[config.mk]
export PLATFORM = sky130hd
export DESIGN_NAME = rope_grab_ctrl
export DESIGN_NICKNAME = d
export VERILOG_FILES = /design/src/rtl/rope_grab_ctrl.sv
export SDC_FILE = /design/constraint.sdc
export NUM_CORES = 1
export LEC_CHECK = 0
export CORE_UTILIZATION = 56
export CTS_CLUSTER_SIZE = 10
export DETAILED_ROUTE_END_ITERATION = 12
export PLACE_DENSITY = 0.95
export SYNTH_ARGS = -nofsm -noshare
export SYNTH_HDL_FRONTEND = slang
export SYNTH_SLANG_ARGS = --single-unit
[constraint.sdc]
create_clock -name clk -period 5.7 [get_ports clk]
set_input_delay 0.855 -clock clk [delete_from_list [all_inputs] [get_ports clk]]
set_output_delay 0.855 -clock clk [all_outputs]
set_load 0.005 [all_outputs]
[src/rtl/rope_grab_ctrl.sv]
// rope_grab_ctrl
//   Attaches the player to the swinging rope, carries him with the rope,
//   lets him climb while hanging, and releases him on jump. After a release
//   there is a cooldown during which rope contact is ignored, so he does not
//   re-grab the rope he just left.
//
// Ports
//   clk, resetN          system clock, async active-low reset
//   startOfFrame         one-clk pulse per video frame
//   ropeTopLeftX/Y       rope top-left position from the trajectory stage
//   playerInX/Y          free-motion player position
//   ropeCollision        player/rope overlap (level)
//   keyUp/keyDown/keyJump  climb and release keys (level)
//   playerX/Y            position handed to the sprite draw stage
//   attached             player is on the rope
//   atTop/atBottom       player sits at an end of the climbable range
//   releasePulse         one clk when the player lets go
module rope_grab_ctrl #(
  parameter int GRAB_X_OFFSET   = 16,
  parameter int ROPE_LENGTH     = 128,
  parameter int PLAYER_HEIGHT   = 32,
  parameter int CLIMB_STEP      = 2,
  parameter int SETTLE_FRAMES   = 4,
  parameter int COOLDOWN_FRAMES = 15
) (
  input  logic               clk,
  input  logic               resetN,
  input  logic               startOfFrame,
  input  logic signed [10:0] ropeTopLeftX,
  input  logic signed [10:0] ropeTopLeftY,
  input  logic signed [10:0] playerInX,
  input  logic signed [10:0] playerInY,
  input  logic               ropeCollision,
  input  logic               keyUp,
  input  logic               keyDown,
  input  logic               keyJump,
  output logic signed [10:0] playerX,
  output logic signed [10:0] playerY,
  output logic               attached,
  output logic               atTop,
  output logic               atBottom,
  output logic               releasePulse
);

  localparam logic [7:0]         MAX_OFF  = 8'(ROPE_LENGTH - PLAYER_HEIGHT);
  localparam logic [7:0]         STEP     = 8'(CLIMB_STEP);
  localparam logic [4:0]         SETTLE_LD = 5'(SETTLE_FRAMES);
  localparam logic [4:0]         COOL_LD  = 5'(COOLDOWN_FRAMES);
  localparam logic signed [10:0] GRAB_X   = 11'(GRAB_X_OFFSET);

  typedef enum logic [1:0] {FREE, SETTLE, HANG, COOLDOWN} state_e;

  state_e             state_q, state_d;
  logic [7:0]         off_q, off_d;
  logic [4:0]         cnt_q, cnt_d;
  logic signed [10:0] px_q, px_d, py_q, py_d;
  logic               att_q, att_d, top_q, top_d, bot_q, bot_d, rel_q, rel_d;

  // Grab offset in 12 bits so any pair of 11-bit positions subtracts exactly.
  logic signed [11:0] grab_diff;
  logic [8:0]         down_sum;

  assign grab_diff = {playerInY[10], playerInY} - {ropeTopLeftY[10], ropeTopLeftY};
  assign down_sum  = {1'b0, off_q} + {1'b0, STEP};

  always_comb begin
    state_d = state_q;
    off_d   = off_q;
    cnt_d   = cnt_q;
    rel_d   = 1'b0;
    case (state_q)
      FREE: begin
        if (ropeCollision) begin
          if (grab_diff[11])
            off_d = 8'd0;
          else if (grab_diff > $signed({4'b0, MAX_OFF}))
            off_d = MAX_OFF;
          else
            off_d = grab_diff[7:0];
          cnt_d   = SETTLE_LD;
          state_d = SETTLE;
        end
      end
      SETTLE: begin
        // Keys are ignored here; only frames are counted.
        if (startOfFrame) begin
          cnt_d = cnt_q - 5'd1;
          if (cnt_q == 5'd1) state_d = HANG;
        end
      end
      HANG: begin
        if (startOfFrame) begin
          if (keyJump) begin
            rel_d   = 1'b1;
            cnt_d   = COOL_LD;
            state_d = COOLDOWN;
          end else if (keyUp && !keyDown) begin
            off_d = (off_q < STEP) ? 8'd0 : off_q - STEP;
          end else if (keyDown && !keyUp) begin
            off_d = (down_sum > {1'b0, MAX_OFF}) ? MAX_OFF : down_sum[7:0];
          end
        end
      end
      COOLDOWN: begin
        if (startOfFrame) begin
          cnt_d = cnt_q - 5'd1;
          if (cnt_q == 5'd1) state_d = FREE;
        end
      end
      default: state_d = FREE;
    endcase

    // Outputs follow the next state so the draw stage sees the grab at once.
    att_d = (state_d == SETTLE) || (state_d == HANG);
    px_d  = att_d ? ropeTopLeftX + GRAB_X : playerInX;
    py_d  = att_d ? ropeTopLeftY + $signed({3'b0, off_d}) : playerInY;
    top_d = att_d && (off_d == 8'd0);
    bot_d = att_d && (off_d == MAX_OFF);
  end

  always_ff @(posedge clk or negedge resetN) begin
    if (!resetN) begin
      state_q <= FREE;
      off_q   <= 8'd0;
      cnt_q   <= 5'd0;
      px_q    <= '0;
      py_q    <= '0;
      att_q   <= 1'b0;
      top_q   <= 1'b0;
      bot_q   <= 1'b0;
      rel_q   <= 1'b0;
    end else begin
      state_q <= state_d;
      off_q   <= off_d;
      cnt_q   <= cnt_d;
      px_q    <= px_d;
      py_q    <= py_d;
      att_q   <= att_d;
      top_q   <= top_d;
      bot_q   <= bot_d;
      rel_q   <= rel_d;
    end
  end

  assign playerX      = px_q;
  assign playerY      = py_q;
  assign attached     = att_q;
  assign atTop        = top_q;
  assign atBottom     = bot_q;
  assign releasePulse = rel_q;

endmodule

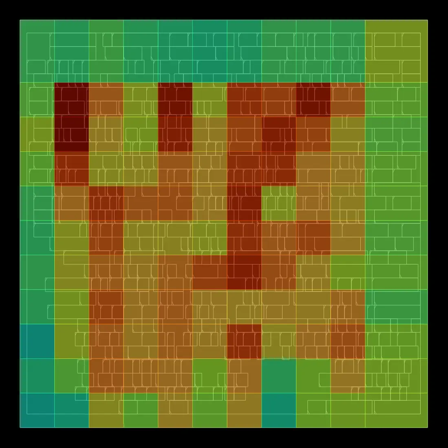
run_1/congestion.png
M3 GR Usage: 4.33%
GRT Max-Usage Layer: met2

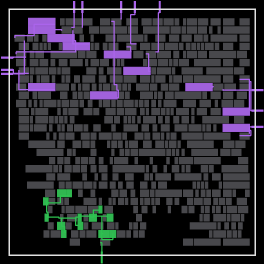
run_1/io_fan.png
Scale: 3 px per um.
legend:
  `keyDown`:
    color: green
    bits: 1
    direction: input
    end_cells: 14
    buffers: 1
    wire: 69.6 um
  `playerY`:
    color: purple
    bits: 11
    direction: output
    end_cells: 11
    buffers: 11
    wire: 228 um
number of port buffers: 76
io pins: 77

==> ci_impl_report.md, run 1 <==
## Synthesis and layout report

| Metric | Value |
|---|---|
| Final GP Congestion | 0.902 |
| Post-synth top flop | dfrtp_1 |
| Reg power frac | 31.4% |
| Hold Path Class | register to register |
| Core Rows | 28 |
| Cells along the critical path | clkdlybuf4s50_1 > ha_1 > inv_1 > fa_1 > a211oi_2 > nor3_1 > o31a_1 > o32ai_1 > a211oi_2 > a32oi_1 > nor2_1 > ha_1 > fa_1 > a21o_1 > a21oi_1 > o21bai_1 > a21oi_1 > o21bai_1 > a21oi_2 > o21ai_0 > a31oi_1 |
| Post-Layout Cell Count | 587 |
| Biggest Area Class | logic gates |
| H-tree depth | 2 |
| Core Region | 0.00599 mm2 |
| Combinational power share | 53.7% |
| Register area | 0.00103 mm2 |
| Net Sw Frac | 41.1% |
| CTS tree | yes |
| Comb pwr | 895 uW |
| Post-DRT Antenna Nets | 0 |
| Root Buffer | clkbuf_8 |
| Met3 wire length | 766 um |
| Yosys Instances | 446 |
| Max Cap Viol | 0 |
| Fin crit period | 5.35 ns |
| Synth Area per Inst | 7.93 um2 |
| Registers | 41 |
| Number of DRC markers in iteration 0 | 288 |
| Register share after synthesis | 29.0% |
| XOR/XNOR Fraction of Synth Area | 4.70% |
| Status | finished clean |
| Die width | 81.5 um |
| Post-synth ARST share | 100% |
| Worst EP required | 5.93 ns |
| Max power group | combinational logic |
| Post-synthesis cell type count | 66 |
| Core Util, Final | 74.2% |
| Global-route wire length before repair | 15.4 mm |
| Yosys Chip Area | 0.00354 mm2 |
| Grt total ovfl | 0 |
| CTS Buffer Depth | 2 |
| Comb area leader | AND-OR/OR-AND gates |
| Critical path start-end classification | primary input to register |
| Area Overhead vs Synth | 25.8% |
| Cell Area, Synth | 0.00354 mm2 |
| Aoi share | 24.1% |
| Adder Area Share | 9.90% |
| Comb area share | 51.2% |
| Nonclk buf count | 81 |
| Dpl cell area | 0.00433 mm2 |
| Post-synthesis register bit count | 41 |
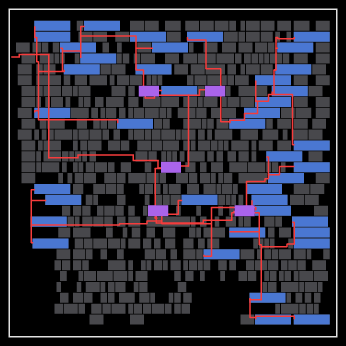
run_1/clk_routes.png
Scale: 4 px per um.
legend:
  flip-flops:
    color: blue
    count: 41
  clock wires:
    color: red
    length: 565 um
  clock drivers:
    color: purple
    count: 5
routed clock nets: 6
flops lie: widely spread
Setup Skew: 0.00401 ns
Clock net power: 250 uW
clk_lat worst skew: 0.30 ns
Clk pwr share: 15.0%

[run 1: worst max-delay path: cells and delay by family]
kind,cells,cell delay [ns]
buffers and inverters,2,0.57
and+or+nand+nor,2,0.23
adders and majority gates,4,1.23
AOI/OAI and AO/OA,13,2.66
[run 1: final timing paths]
check	depth (start not counted)	end	from	slack [ns]
max in group asynchronous	1	playerX[4]	resetN	4.44
worst min register to register	2	cnt_q[1]	cnt_q[1]	0.56
worst max register to register	18	playerY[10]	off_q[1]	1.25
worst min-delay path	2	cnt_q[1]	cnt_q[1]	0.56
min in group asynchronous	1	cnt_q[0]	resetN	0.69
worst max-delay path	21	playerY[10]	ropeTopLeftY[0]	0.35
[run 1: synth_stat cells, types with 2 or more instances]
library cell	instances	area (um2)
nor2b_1	8	50.1
nand3b_1	2	15.0
a22oi_1	3	22.5
buf_2	5	25.0
a31oi_1	2	12.5
o21ai_0	22	110
nand2_1	29	109
ha_1	24	300
nor4_1	7	43.8
a211oi_2	2	25.0
a21o_1	5	37.5
clkbuf_1	16	60.1
o31ai_1	3	22.5
a211oi_1	3	22.5
inv_1	38	143
xnor2_1	14	123
and3_1	3	18.8
o21bai_1	6	45.0
nand4b_1	2	17.5
o32ai_1	4	35.0
mux2i_1	4	40.0
a311oi_1	3	26.3
o22ai_1	5	31.3
mux2_2	6	67.6
o21ai_1	3	15.0
xor2_1	5	43.8
nand2b_1	7	43.8
nand4_1	11	68.8
a41oi_1	3	26.3
nor2_1	48	180
a21oi_1	45	225
o2111ai_1	2	17.5
o211ai_1	4	30.0
or3_1	5	31.3
nand3_1	11	55.1
fa_1	2	40.0
dfrtp_1	41	1030
nor3_1	15	75.1
==> run 2: changes to the inputs <==
--- a/config.mk
+++ b/config.mk
@@ -5,6 +5,7 @@
 export SDC_FILE = /design/constraint.sdc
 export NUM_CORES = 1
 export LEC_CHECK = 0
+export ABC_CLOCK_PERIOD_IN_PS = 5700
 export CORE_UTILIZATION = 56
 export CTS_CLUSTER_SIZE = 10
 export DETAILED_ROUTE_END_ITERATION = 12
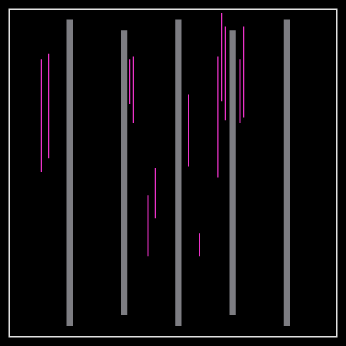
run_2/layer_met4.png
Scale: 4 px per um. Supply wires on this layer in gray.
main direction: vertical
share of all routed wire: 2.5%
final WL: 9.73 mm
routed vias: 3,737

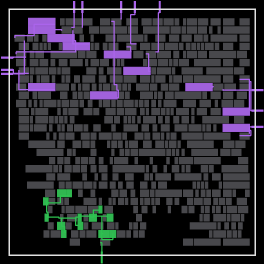
run_2/io_fan.png
Scale: 3 px per um.
legend:
  `playerY`:
    color: purple
    bits: 11
    direction: output
    end_cells: 11
    buffers: 11
    wire: 228 um
  `keyDown`:
    color: green
    bits: 1
    direction: input
    end_cells: 14
    buffers: 1
    wire: 69.6 um

==> run 2 against run 1 <==
Wire length stayed put. Design area stayed put. Non-clock buffer count stayed put. Critical path type unchanged. Critical endpoint unchanged.
==> ci_impl_report.md, run 2 <==
## Synthesis and layout report

| Metric | Value |
|---|---|
| CTS tree | yes |
| Setup Skew | 0.00401 ns |
| Io pins | 77 |
| Post-synthesis register bit count | 41 |
| Levels on crit path | 21 |
| Reg2Reg Capture Point | playerY[10] |
| Post-synth ARST share | 100% |
| Cell family with most CP delay | AND-OR/OR-AND gates |
| Grt total ovfl | 0 |
| Adder Area Share | 9.90% |
| Top-count cell post-synth | nor2_1 |
| Critical path start-end classification | primary input to register |
| Net Sw Frac | 41.1% |
| Crit path from | ropeTopLeftY[0] |
| Fin crit period | 5.35 ns |
| Post-Layout Cell Count | 587 |
| Status | finished clean |
| R2r setup slk | 1.25 ns |
| Number of port buffers | 76 |
| Cell Area, Synth | 0.00354 mm2 |
| H-tree depth | 2 |
| Final GP Congestion | 0.902 |
| Die width | 81.5 um |
| Yosys Instances | 446 |
| Top-area cell share | 29.0% |
| Yosys Chip Area | 0.00354 mm2 |
## run 2: cell counts in the layout (fill, tap and decap cells not counted)
No cell type changed its count.
## run 2: cells by family (layout without fill, tap and decap cells)
group | Yosys count | after routing
compound gates | 131 | 131
xor+xnor | 19 | 19
fa+ha+maj | 27 | 27
buf+inv | 61 | 127
flops | 41 | 41
mux | 10 | 10
simple gates | 157 | 157
## run 2: area by class of cell
| cell class | instances | area, um2 |
|---|---|---|
| Clock inverter | 1 | 30.0 |
| Inverter | 38 | 143 |
| Clock buffer | 7 | 86.3 |
| Fill cell | 434 | 1540 |
| Tap cell | 75 | 93.8 |
| Timing Repair Buffer | 81 | 793 |
| Multi-Input combinational cell | 344 | 2280 |
| Sequential cell | 41 | 1030 |
## run 2: power by group through the flow
stage	Combinational (uW)	Clock, uW	Sequential [uW]
3_3_place_gp	846	0	519
5_1_grt	987	264	540
6_report	895	250	523
2_1_floorplan	593	0	464
4_1_cts	886	250	520
3_5_place_dp	874	0	523
## run 2: worst min-delay path by stage
stage,from,cells after the start,slack [ns],to
floorplan,cnt_q[1],2,0.50,cnt_q[1]
detailed placement,cnt_q[1],2,0.54,cnt_q[1]
finish,cnt_q[1],2,0.56,cnt_q[1]
CTS,cnt_q[1],2,0.56,cnt_q[1]
global route,cnt_q[0],1,0.61,cnt_q[0]
global placement,cnt_q[1],2,0.53,cnt_q[1]
## run 2: worst reg2reg max path, delay by kind of cell, from the launching register on
kind            cells  cell delay, ns
compound gates     11            2.05
fa+ha+maj           3            1.05
flops               1            0.56
simple gates        4            0.71
## run 2: per-stage QoR
step	cell area [um2]	util, %
after floorplan	3540	-
after global placement	4330	72.2
after detailed placement	4330	72.2
after CTS	4440	74.2
after global routing	4450	74.2
final	4450	74.2
Power and IR drop assume default switching activity.
